$ cat config.mk
export PLATFORM = sky130hd
export DESIGN_NAME = portal_p2m_demux
export DESIGN_NICKNAME = d
export VERILOG_FILES = /design/src/rtl/portal_pkg.sv /design/src/rtl/portal_fifo2.sv /design/src/rtl/portal_p2m_demux.sv
export SDC_FILE = /design/constraint.sdc
export NUM_CORES = 1
export LEC_CHECK = 0
export CORE_MARGIN = 3
export CORE_UTILIZATION = 30
export CTS_BUF_LIST = sky130_fd_sc_hd__clkbuf_16
export DETAILED_ROUTE_END_ITERATION = 8
export GPL_TIMING_DRIVEN = 0
export PLACE_DENSITY = 0.62
export SYNTH_ARGS = -nofsm -noshare
export SYNTH_HDL_FRONTEND = slang
export SYNTH_SLANG_ARGS = --single-unit
$ cat constraint.sdc
create_clock -name CLK -period 2.65 [get_ports CLK]
set_clock_uncertainty 0.15 [all_clocks]
set_input_delay 0.53 -clock CLK [delete_from_list [all_inputs] [get_ports CLK]]
set_output_delay 0.53 -clock CLK [all_outputs]
set_load 0.02 [all_outputs]
$ cat src/rtl/portal_pkg.sv
// Shared definitions for the portal layer: header field layout, word size
// and error-counter width used by the pipe-to-method demultiplexer.
package portal_pkg;

  localparam int ID_MSB          = 15;
  localparam int ID_LSB          = 8;
  localparam int LEN_MSB         = 7;
  localparam int LEN_LSB         = 0;
  localparam int WORD_WIDTH      = 32;
  localparam int ERR_COUNT_WIDTH = 16;

  localparam logic [ERR_COUNT_WIDTH-1:0] ERR_COUNT_MAX = '1;

  typedef struct packed {
    logic [7:0] id;
    logic [7:0] len;
  } hdr_t;

endpackage

$ cat src/rtl/portal_fifo2.sv
// Two-entry FIFO with ENA/RDY handshakes on both sides; enqueue readiness
// depends only on occupancy, never on a same-cycle dequeue.
module portal_fifo2 #(
  parameter int WIDTH = 144
) (
  input  logic             clk,
  input  logic             rst_n,
  input  logic             i_enq_ena,
  input  logic [WIDTH-1:0] i_enq_data,
  output logic             o_enq_rdy,
  input  logic             i_deq_ena,
  output logic             o_deq_rdy,
  output logic [WIDTH-1:0] o_deq_data
);

  logic [WIDTH-1:0] r_mem [2];
  logic [1:0]       r_count;
  logic             r_wr_ptr;
  logic             r_rd_ptr;
  logic             w_enq;
  logic             w_deq;

  assign o_enq_rdy  = (r_count < 2'd2);
  assign o_deq_rdy  = (r_count != 2'd0);
  assign o_deq_data = r_mem[r_rd_ptr];
  assign w_enq      = i_enq_ena && o_enq_rdy;
  assign w_deq      = i_deq_ena && o_deq_rdy;

  always_ff @(posedge clk or negedge rst_n) begin
    if (!rst_n) begin
      for (int i = 0; i < 2; i++) r_mem[i] <= '0;
      r_count  <= 2'd0;
      r_wr_ptr <= 1'b0;
      r_rd_ptr <= 1'b0;
    end else begin
      if (w_enq) begin
        r_mem[r_wr_ptr] <= i_enq_data;
        r_wr_ptr        <= ~r_wr_ptr;
      end
      if (w_deq) r_rd_ptr <= ~r_rd_ptr;
      r_count <= r_count + {1'b0, w_enq} - {1'b0, w_deq};
    end
  end

endmodule

$ cat src/rtl/portal_p2m_demux.sv
// Pipe-to-method demultiplexer: queues {header, payload} messages, masks the
// payload to its length, dispatches by method id and drops malformed messages.
module portal_p2m_demux
  import portal_pkg::*;
#(
  parameter int DATA_WIDTH  = 128,
  parameter int HDR_WIDTH   = 16,
  parameter int NUM_METHODS = 4
) (
  input  logic                            CLK,
  input  logic                            nRST,
  input  logic                            pipeEnqEna,
  input  logic [HDR_WIDTH+DATA_WIDTH-1:0] pipeEnqV,
  output logic                            pipeEnqRdy,
  output logic [NUM_METHODS-1:0]          methodEnqEna,
  output logic [DATA_WIDTH-1:0]           methodEnqV,
  input  logic [NUM_METHODS-1:0]          methodEnqRdy,
  input  logic                            errClearEna,
  output logic [ERR_COUNT_WIDTH-1:0]      errCount,
  output logic [ERR_COUNT_WIDTH-1:0]      errLastHdr
);

  localparam int ENTRY_WIDTH = HDR_WIDTH + DATA_WIDTH;
  localparam int NUM_WORDS   = DATA_WIDTH / WORD_WIDTH;

  logic [ENTRY_WIDTH-1:0]     w_head;
  logic                       w_head_valid;
  logic                       w_pop;
  logic                       w_drop;
  logic                       w_bad;
  hdr_t                       w_hdr;
  logic [7:0]                 w_id;
  logic [7:0]                 w_len;
  logic [DATA_WIDTH-1:0]      w_masked;
  logic [NUM_METHODS-1:0]     w_ena;
  logic [ERR_COUNT_WIDTH-1:0] r_err_count;
  logic [ERR_COUNT_WIDTH-1:0] r_last_hdr;

  portal_fifo2 #(
    .WIDTH(ENTRY_WIDTH)
  ) u_fifo (
    .clk       (CLK),
    .rst_n     (nRST),
    .i_enq_ena (pipeEnqEna),
    .i_enq_data(pipeEnqV),
    .o_enq_rdy (pipeEnqRdy),
    .i_deq_ena (w_pop),
    .o_deq_rdy (w_head_valid),
    .o_deq_data(w_head)
  );

  assign w_hdr = w_head[ENTRY_WIDTH-1 -: HDR_WIDTH];
  assign w_id  = w_hdr[ID_MSB:ID_LSB];
  assign w_len = w_hdr[LEN_MSB:LEN_LSB];
  assign w_bad = (int'(w_id) >= NUM_METHODS) || (int'(w_len) > NUM_WORDS);

  always_comb begin
    w_masked = '0;
    for (int k = 0; k < NUM_WORDS; k++) begin
      if (k < int'(w_len))
        w_masked[k*WORD_WIDTH +: WORD_WIDTH] = w_head[k*WORD_WIDTH +: WORD_WIDTH];
    end
  end

  // Only the addressed channel can fire; a stalled head blocks everything behind it.
  always_comb begin
    w_ena = '0;
    for (int m = 0; m < NUM_METHODS; m++) begin
      w_ena[m] = w_head_valid && !w_bad && methodEnqRdy[m] && (int'(w_id) == m);
    end
  end

  assign w_drop       = w_head_valid && w_bad;
  assign w_pop        = (|w_ena) || w_drop;
  assign methodEnqEna = w_ena;
  assign methodEnqV   = w_head_valid ? w_masked : '0;

  // A clear coinciding with a drop leaves that drop counted.
  always_ff @(posedge CLK or negedge nRST) begin
    if (!nRST) begin
      r_err_count <= '0;
      r_last_hdr  <= '0;
    end else begin
      if (w_drop) r_last_hdr <= w_hdr;
      if (errClearEna)
        r_err_count <= w_drop ? ERR_COUNT_WIDTH'(1) : '0;
      else if (w_drop && (r_err_count != ERR_COUNT_MAX))
        r_err_count <= r_err_count + 1'b1;
    end
  end

  assign errCount   = r_err_count;
  assign errLastHdr = r_last_hdr;

endmodule

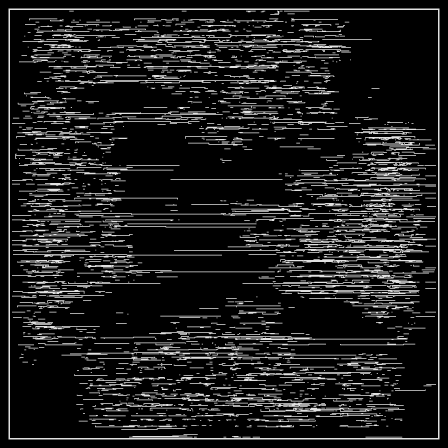
m1.png
1,544 nets have wire on it. The longest straight run is 92.0 µm. The layer holds 41% of the routed length.
routed wire length: 42,700 µm
vias after detailed routing: 10,500
met1 Use GR: 19.9%

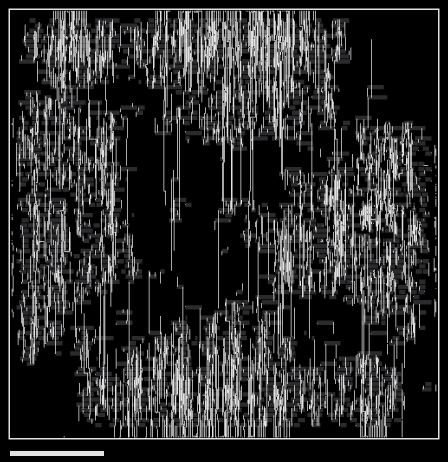
m2.png
The bar under the picture is 50 µm long.
The layer holds 50% of the routed length. The layer carries 21.2 mm of wire. The longest straight run is 82.3 µm.
met2 usage: 27.2%

==> impl_metrics.json <==
{
  "status": "finished, violations left",
  "violations": "setup timing",
  "cp-endpoint": "methodEnqV[79]",
  "hold-worst-slack_ns": 0.334,
  "cp-start-kind": "register",
  "numSynthFlops": 324,
  "cts_tree": "yes",
  "p_leak_nw": 9.62,
  "top_register": "u_fifo.r_mem",
  "core_util_floorplan_pct": 30.6,
  "met3_usage_pct": 4.86,
  "drt_iter0_drc": 417,
  "lay_top_count": "dfrtp_1",
  "synth_cell_types": 48,
  "cts.clk_slew.worst_paths_ns": 0.06,
  "cts_root_buffer": "clkbuf_16",
  "cp_slowest_cell": "dfrtp_1",
  "ys_cells": 1113,
  "setup_viol": 134,
  "fin_ws_ns": -0.585,
  "powerComb_w": 0.0204,
  "crit_path_end_kind": "primary output",
  "dr.pass1.iters": 4,
  "synth-main-ff-cell": "dfrtp_1",
  "whs_path_depth": 2,
  "hp-class": "register to register",
  "cts_buffers": 39,
  "irDropWorstVdd_v": 0.000847,
  "die_y_um": 227,
  "maxCapViolCount": 0,
  "fp-row-count": 80,
  "cpPeakStageDelay_ns": 0.37,
  "holdPathEnd": "errLastHdr[5]",
  "logic_area_um2": 7400,
  "tightest_slew_ns": 0.789,
  "cts_hold_buf": 1,
  "num-fill-cells": 4350,
  "fin_util_pct": 46.7,
  "syn-num-nets": 1268,
  "chip_area_um2": 51600,
  "io_pins": 317,
  "route.met3.wl_um": 2920,
  "gp_congestion": 0.801,
  "top_area_cell": "dfrtp_1",
  "coreArea_um2": 48000,
  "fin_cells": 2190,
  "cts.sinks": 324,
  "drive_gt1_share_pct": 50.5
}
